--- config.mk ---
export PLATFORM = sky130hd
export DESIGN_NAME = pipeline_stall_ctrl_flat
export DESIGN_NICKNAME = d
export VERILOG_FILES = /design/src/rtl/pipeline_stall_ctrl_if.sv /design/src/rtl/pipeline_stall_ctrl.sv /design/src/flat_wrapper.sv
export SDC_FILE = /design/constraint.sdc
export NUM_CORES = 1
export LEC_CHECK = 0
export CORE_MARGIN = 2
export CORE_UTILIZATION = 35
export CTS_CLUSTER_DIAMETER = 200
export CTS_CLUSTER_SIZE = 25
export DETAILED_ROUTE_END_ITERATION = 16
export PLACE_DENSITY_LB_ADDON = 0.05
export SYNTH_ARGS = -nofsm -noshare
export SYNTH_HDL_FRONTEND = slang
export SYNTH_SLANG_ARGS = --single-unit
export TNS_END_PERCENT = 100
--- constraint.sdc ---
create_clock -name clk -period 2.88 [get_ports clk]
set_input_delay 0.576 -clock clk [delete_from_list [all_inputs] [get_ports clk]]
set_output_delay 0.576 -clock clk [all_outputs]
set_load 0.01 [all_outputs]
--- src/rtl/pipeline_stall_ctrl_if.sv ---
// Handshake bundle between the ID/EX stages and the pipeline stall controller.
// Optional perf counter signals exist only when STALL_CTRL_PERF_EN is defined.
interface pipeline_stall_ctrl_if;
  logic       id_stallreq;
  logic       id_r1_en;
  logic [4:0] id_r1_addr;
  logic       id_r2_en;
  logic [4:0] id_r2_addr;
  logic       ex_is_load;
  logic       ex_wreg_en;
  logic [4:0] ex_wreg_addr;
  logic       ex_mc_start;
  logic       flush_req;
  logic [5:0] stall;
  logic       flush;
  logic       mc_busy;
  logic       mc_done;
`ifdef STALL_CTRL_PERF_EN
  logic [31:0] perf_stall;
  logic [31:0] perf_load_use;

  modport master (
    output id_stallreq, id_r1_en, id_r1_addr, id_r2_en, id_r2_addr,
    output ex_is_load, ex_wreg_en, ex_wreg_addr, ex_mc_start, flush_req,
    input  stall, flush, mc_busy, mc_done, perf_stall, perf_load_use
  );
  modport slave (
    input  id_stallreq, id_r1_en, id_r1_addr, id_r2_en, id_r2_addr,
    input  ex_is_load, ex_wreg_en, ex_wreg_addr, ex_mc_start, flush_req,
    output stall, flush, mc_busy, mc_done, perf_stall, perf_load_use
  );
`else
  modport master (
    output id_stallreq, id_r1_en, id_r1_addr, id_r2_en, id_r2_addr,
    output ex_is_load, ex_wreg_en, ex_wreg_addr, ex_mc_start, flush_req,
    input  stall, flush, mc_busy, mc_done
  );
  modport slave (
    input  id_stallreq, id_r1_en, id_r1_addr, id_r2_en, id_r2_addr,
    input  ex_is_load, ex_wreg_en, ex_wreg_addr, ex_mc_start, flush_req,
    output stall, flush, mc_busy, mc_done
  );
`endif
endinterface

--- src/rtl/pipeline_stall_ctrl.sv ---
// Central pipeline scheduler: merges flush, multicycle EX occupancy, load-use and ID stalls.
// Define STALL_CTRL_PERF_EN to add the perf_stall / perf_load_use counters.
module pipeline_stall_ctrl #(
  parameter int MC_LATENCY = 32
) (
  input  logic clk,
  input  logic rst,
  pipeline_stall_ctrl_if.slave bus
);
  localparam int CNT_W = $clog2(MC_LATENCY + 1);

  localparam logic [1:0] ST_IDLE    = 2'd0;
  localparam logic [1:0] ST_MC_BUSY = 2'd1;
  localparam logic [1:0] ST_FLUSH   = 2'd2;

  localparam logic [5:0] STALL_NONE = 6'b000000;
  localparam logic [5:0] STALL_ID   = 6'b000111;
  localparam logic [5:0] STALL_EX   = 6'b001111;

  logic [1:0]       state_reg, state_next;
  logic [CNT_W-1:0] cnt_reg, cnt_next;
  logic [5:0]       stall_comb;
  logic             flush_comb, busy_comb, done_comb;
  logic             load_use, lu_issue;

  assign load_use = bus.ex_is_load & bus.ex_wreg_en & (bus.ex_wreg_addr != 5'd0) &
                    ((bus.id_r1_en & (bus.id_r1_addr == bus.ex_wreg_addr)) |
                     (bus.id_r2_en & (bus.id_r2_addr == bus.ex_wreg_addr)));

  always_comb begin
    state_next = state_reg;
    cnt_next   = cnt_reg;
    stall_comb = STALL_NONE;
    flush_comb = 1'b0;
    busy_comb  = 1'b0;
    done_comb  = 1'b0;
    lu_issue   = 1'b0;
    case (state_reg)
      ST_IDLE: begin
        if (bus.flush_req) begin
          state_next = ST_FLUSH;
        end else if (bus.ex_mc_start) begin
          stall_comb = STALL_EX;
          busy_comb  = 1'b1;
          cnt_next   = CNT_W'(MC_LATENCY - 1);
          state_next = ST_MC_BUSY;
        end else if (load_use | bus.id_stallreq) begin
          stall_comb = STALL_ID;
          lu_issue   = load_use;
        end
      end
      ST_MC_BUSY: begin
        busy_comb = 1'b1;
        // A flush aborts the op outright; the result is never committed.
        if (bus.flush_req) begin
          cnt_next   = '0;
          state_next = ST_FLUSH;
        end else if (cnt_reg != '0) begin
          stall_comb = STALL_EX;
          cnt_next   = cnt_reg - CNT_W'(1);
        end else begin
          done_comb  = 1'b1;
          state_next = ST_IDLE;
        end
      end
      ST_FLUSH: begin
        flush_comb = 1'b1;
        state_next = ST_IDLE;
      end
      default: begin
        state_next = ST_IDLE;
        cnt_next   = '0;
      end
    endcase
  end

  always_ff @(posedge clk or negedge rst) begin
    if (!rst) begin
      state_reg <= ST_IDLE;
      cnt_reg   <= '0;
    end else begin
      state_reg <= state_next;
      cnt_reg   <= cnt_next;
    end
  end

  // Outputs are held low while reset is asserted, even if requests are active.
  assign bus.stall   = rst ? stall_comb : STALL_NONE;
  assign bus.flush   = rst & flush_comb;
  assign bus.mc_busy = rst & busy_comb;
  assign bus.mc_done = rst & done_comb;

`ifdef STALL_CTRL_PERF_EN
  logic [31:0] perf_stall_reg, perf_load_use_reg;

  always_ff @(posedge clk or negedge rst) begin
    if (!rst) begin
      perf_stall_reg    <= '0;
      perf_load_use_reg <= '0;
    end else begin
      if (stall_comb[0]) perf_stall_reg <= perf_stall_reg + 32'd1;
      if (lu_issue)      perf_load_use_reg <= perf_load_use_reg + 32'd1;
    end
  end

  assign bus.perf_stall    = perf_stall_reg;
  assign bus.perf_load_use = perf_load_use_reg;
`endif
endmodule

--- src/flat_wrapper.sv ---
// flat-port wrapper written by rule: the top's interface ports become plain ports
module pipeline_stall_ctrl_flat 
#(
  parameter int MC_LATENCY = 32
)
  (clk, rst, bus_id_stallreq, bus_id_r1_en, bus_id_r1_addr, bus_id_r2_en, bus_id_r2_addr, bus_ex_is_load, bus_ex_wreg_en, bus_ex_wreg_addr, bus_ex_mc_start, bus_flush_req, bus_stall, bus_flush, bus_mc_busy, bus_mc_done);
  pipeline_stall_ctrl_if bus_i ();
  input  logic clk;
  input  logic rst;
  input wire logic [$bits(bus_i.id_stallreq)-1:0] bus_id_stallreq;
  input wire logic [$bits(bus_i.id_r1_en)-1:0] bus_id_r1_en;
  input wire logic [$bits(bus_i.id_r1_addr)-1:0] bus_id_r1_addr;
  input wire logic [$bits(bus_i.id_r2_en)-1:0] bus_id_r2_en;
  input wire logic [$bits(bus_i.id_r2_addr)-1:0] bus_id_r2_addr;
  input wire logic [$bits(bus_i.ex_is_load)-1:0] bus_ex_is_load;
  input wire logic [$bits(bus_i.ex_wreg_en)-1:0] bus_ex_wreg_en;
  input wire logic [$bits(bus_i.ex_wreg_addr)-1:0] bus_ex_wreg_addr;
  input wire logic [$bits(bus_i.ex_mc_start)-1:0] bus_ex_mc_start;
  input wire logic [$bits(bus_i.flush_req)-1:0] bus_flush_req;
  output wire logic [$bits(bus_i.stall)-1:0] bus_stall;
  output wire logic [$bits(bus_i.flush)-1:0] bus_flush;
  output wire logic [$bits(bus_i.mc_busy)-1:0] bus_mc_busy;
  output wire logic [$bits(bus_i.mc_done)-1:0] bus_mc_done;
  assign bus_i.id_stallreq = bus_id_stallreq;
  assign bus_i.id_r1_en = bus_id_r1_en;
  assign bus_i.id_r1_addr = bus_id_r1_addr;
  assign bus_i.id_r2_en = bus_id_r2_en;
  assign bus_i.id_r2_addr = bus_id_r2_addr;
  assign bus_i.ex_is_load = bus_ex_is_load;
  assign bus_i.ex_wreg_en = bus_ex_wreg_en;
  assign bus_i.ex_wreg_addr = bus_ex_wreg_addr;
  assign bus_i.ex_mc_start = bus_ex_mc_start;
  assign bus_i.flush_req = bus_flush_req;
  assign bus_stall = bus_i.stall;
  assign bus_flush = bus_i.flush;
  assign bus_mc_busy = bus_i.mc_busy;
  assign bus_mc_done = bus_i.mc_done;
  pipeline_stall_ctrl #(.MC_LATENCY(MC_LATENCY)) u_core (.clk(clk), .rst(rst), .bus(bus_i));
endmodule
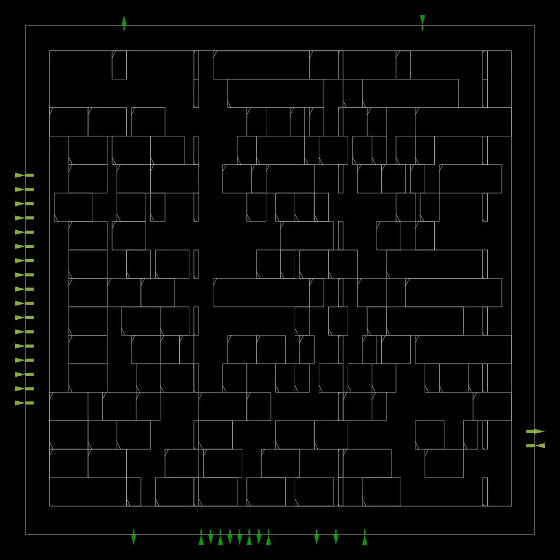
Figure 1: cell outlines without signal wires.
fin cells: 150
row cnt: 16

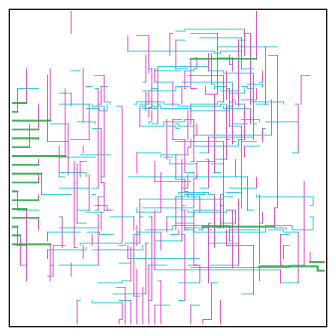
Figure 2: metal layers overlaid.
M1 -> cyan  # wire length 709 um
M2 -> magenta  # wire length 864 um
M3 -> green  # wire length 91.1 um
total global-route track usage: 0.150
final WL: 1660 um

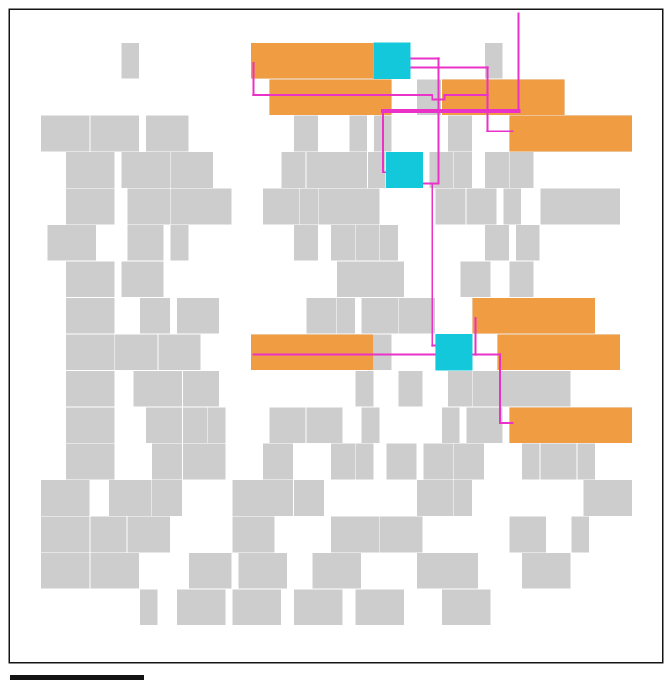
Figure 3: clock wires, drivers and flops.
The bar under the picture is 10 um long.
flip-flops -> orange  # count 8
clock-net drivers -> cyan  # count 3
clock wires -> magenta  # length 113 um
routed clock nets = 4
power share of the clock group: 0.215
P_clk: 81.9 uW
Setup Skew: 2.68 ps

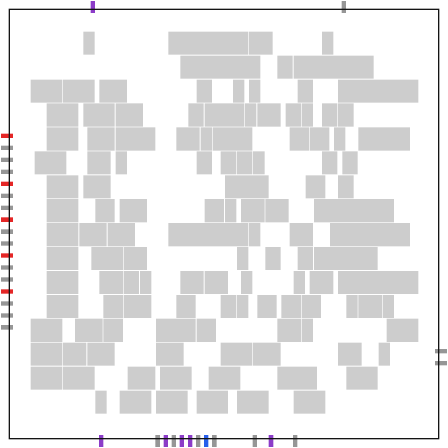
Figure 4: I/O pins on the die edge.
Pins as bars across the die edge, other pins in grey.
bus_id_r1_addr -> red  # pins 5, direction input, edge left
bus_mc_done -> blue  # pins 1, direction output, edge bottom
bus_stall -> purple  # pins 6, direction output, edge 5 bottom, 1 top
all pins by edge = 17 left, 12 bottom, 2 right, 2 top
Die Ht: 48.7 um
Port Buffers: 30

==> flow_metrics.tcl <==
# yosys + openroad results
set metrics [dict create \
    outcome "completed" \
    setup_ws_ps 101 \
    power_uw 380 \
    h-tree-depth 1 \
    postSynthSeqShare 0.287 \
    power.internal_uw 257 \
    fin_setup_tns_ps 0 \
    power_switching_uw 123 \
    ys_area_um2 698 \
    ys_cells 86 \
    holdCritPathClass "reg -> reg" \
    endpoint "bus_stall[2]" \
    mostFrequentLayoutCells "26 x clkdlybuf4s50_1, 10 x nor2_1, 10 x buf_4" \
    power.density_nw_per_um2 348 \
    die-area_um2 2370 \
    grt_max_degree 11 \
    min_path_cells 2 \
    p_sw_frac 0.323 \
    vdd.ir_drop.worst_mv 0.171 \
    num_antenna_cells 0 \
    crit_type "in -> out" \
    wl_per_cell_um 11.1 \
    min_period_ps 2780 \
    firstDrtPassIters 4 \
    grt_first_pass_wirelength_um 2870 \
    rsz0062_at_grt "no" \
    fillers 194 \
    layout-drive-gt1-share 0.163 \
    path_clk_slew_ps 50 \
    io-pin-count 33 \
    hold_slack_ps 571 \
    finalClockPeriodUsage 0.965 \
    drv_cap 0 \
    cts_setup_buffers 0 \
    hpwl_um 1410 \
    hold_viol 0 \
    fmax_mhz 360 \
    cts_inserted_buffers 3 \
    setup_violations 0 \
    finalNetCount 151 \
    seq_power_uw 153 \
    final_common_cell "clkdlybuf4s50_1" \
    dp_cells 147 \
    highest_layer "met3" \
    synthCells 86 \
    seqCellArea_um2 200 \
    met1_length_um 708 \
    area_growth_pct 56.6 \
    endpoint_kind "output pin" \
    cp-start-kind "input port" \
    pre_cts_ws_ps -239 \
    arrival_ps 2200 \
    avgSynthCellArea_um2 8.12 \
    required_ps 2300 \
    antenna_found_initial 0 \
    yosys_warnings 0 \
    worst-r2r-setup-slack_ps 1350 \
    grt_overflow 0 \
    cts_tree "yes" \
    min_to "u_core.cnt_reg[4]" \
    vias_per_cell 4.79 \
    combGateArea_um2 447 \
    p_comb_frac 0.382 \
    use_met3 0.0154 \
    pg_comb_uw 145 \
    root_buffer "clkbuf_4" \
    largest_reg_flops 6 \
    initCoreUtil 0.363 \
    clock_latency_ps 250 \
    r2r-end "u_core.cnt_reg[0]" \
    grt.met2_usage 0.258 \
    cts.sinks 8 \
    gp_congestion 0.794 \
    leakage_nw 0.495 \
    slew_violations 0 \
    wl_met3_um 91 \
    core_area_um2 1920 \
]
## timing repair
item / CTS / global route
pin swaps: 0 / 1
endpoints found under the setup margin: 3 / 4
gates resized: 4 / 3
## synthesized netlist by cell type, drive strengths merged
library cell / instances / share of area
nor2: 11 / 0.082
dfrtp: 8 / 0.29
xor2: 8 / 0.10
a21oi: 7 / 0.050
buf: 6 / 0.070
nand2: 6 / 0.032
o21ai: 6 / 0.043
nor3: 5 / 0.052
a31oi: 4 / 0.036
inv: 4 / 0.021
and3: 3 / 0.029
nor4: 3 / 0.027
ha: 2 / 0.036
o22ai: 2 / 0.018
xnor2: 2 / 0.025
a211oi: 1 / 0.011
a21o: 1 / 0.011
and4b: 1 / 0.020
clkbuf: 1 / 0.0054
conb: 1 / 0.0054
nand2b: 1 / 0.0090
nand4: 1 / 0.0090
o311ai: 1 / 0.013
or2: 1 / 0.0090
## kinds of logic (layout without fill, tap and decap cells)
kind of cell | count (synthesis) | count (layout) | share of synthesized area
buffers and inverters | 11 | 47 | 0.0968
AND-OR/OR-AND | 22 | 22 | 0.181
flip-flops | 8 | 8 | 0.287
XOR/XNOR | 10 | 10 | 0.125
adder cells (fa/ha/maj) | 2 | 2 | 0.0358
other | 1 | 2 | 0.00537
AND/OR/NAND/NOR | 32 | 32 | 0.269
## cell type report
class / instances / area share
Timing Repair Buffer: 40 / 0.343
Inverter: 4 / 0.0137
Tap cell: 27 / 0.0309
Clock buffer: 3 / 0.0206
Sequential cell: 8 / 0.183
Multi-Input combinational cell: 68 / 0.408
## critical path: stages
cell and delay (ps):
clkdlybuf4s50_1 460, xor2_1 180, nor4_1 260, and3_1 190, a31oi_1 50, o22ai_2 200, dlygate4sd2_1 290
Power is estimated from default activity; no workload was simulated.
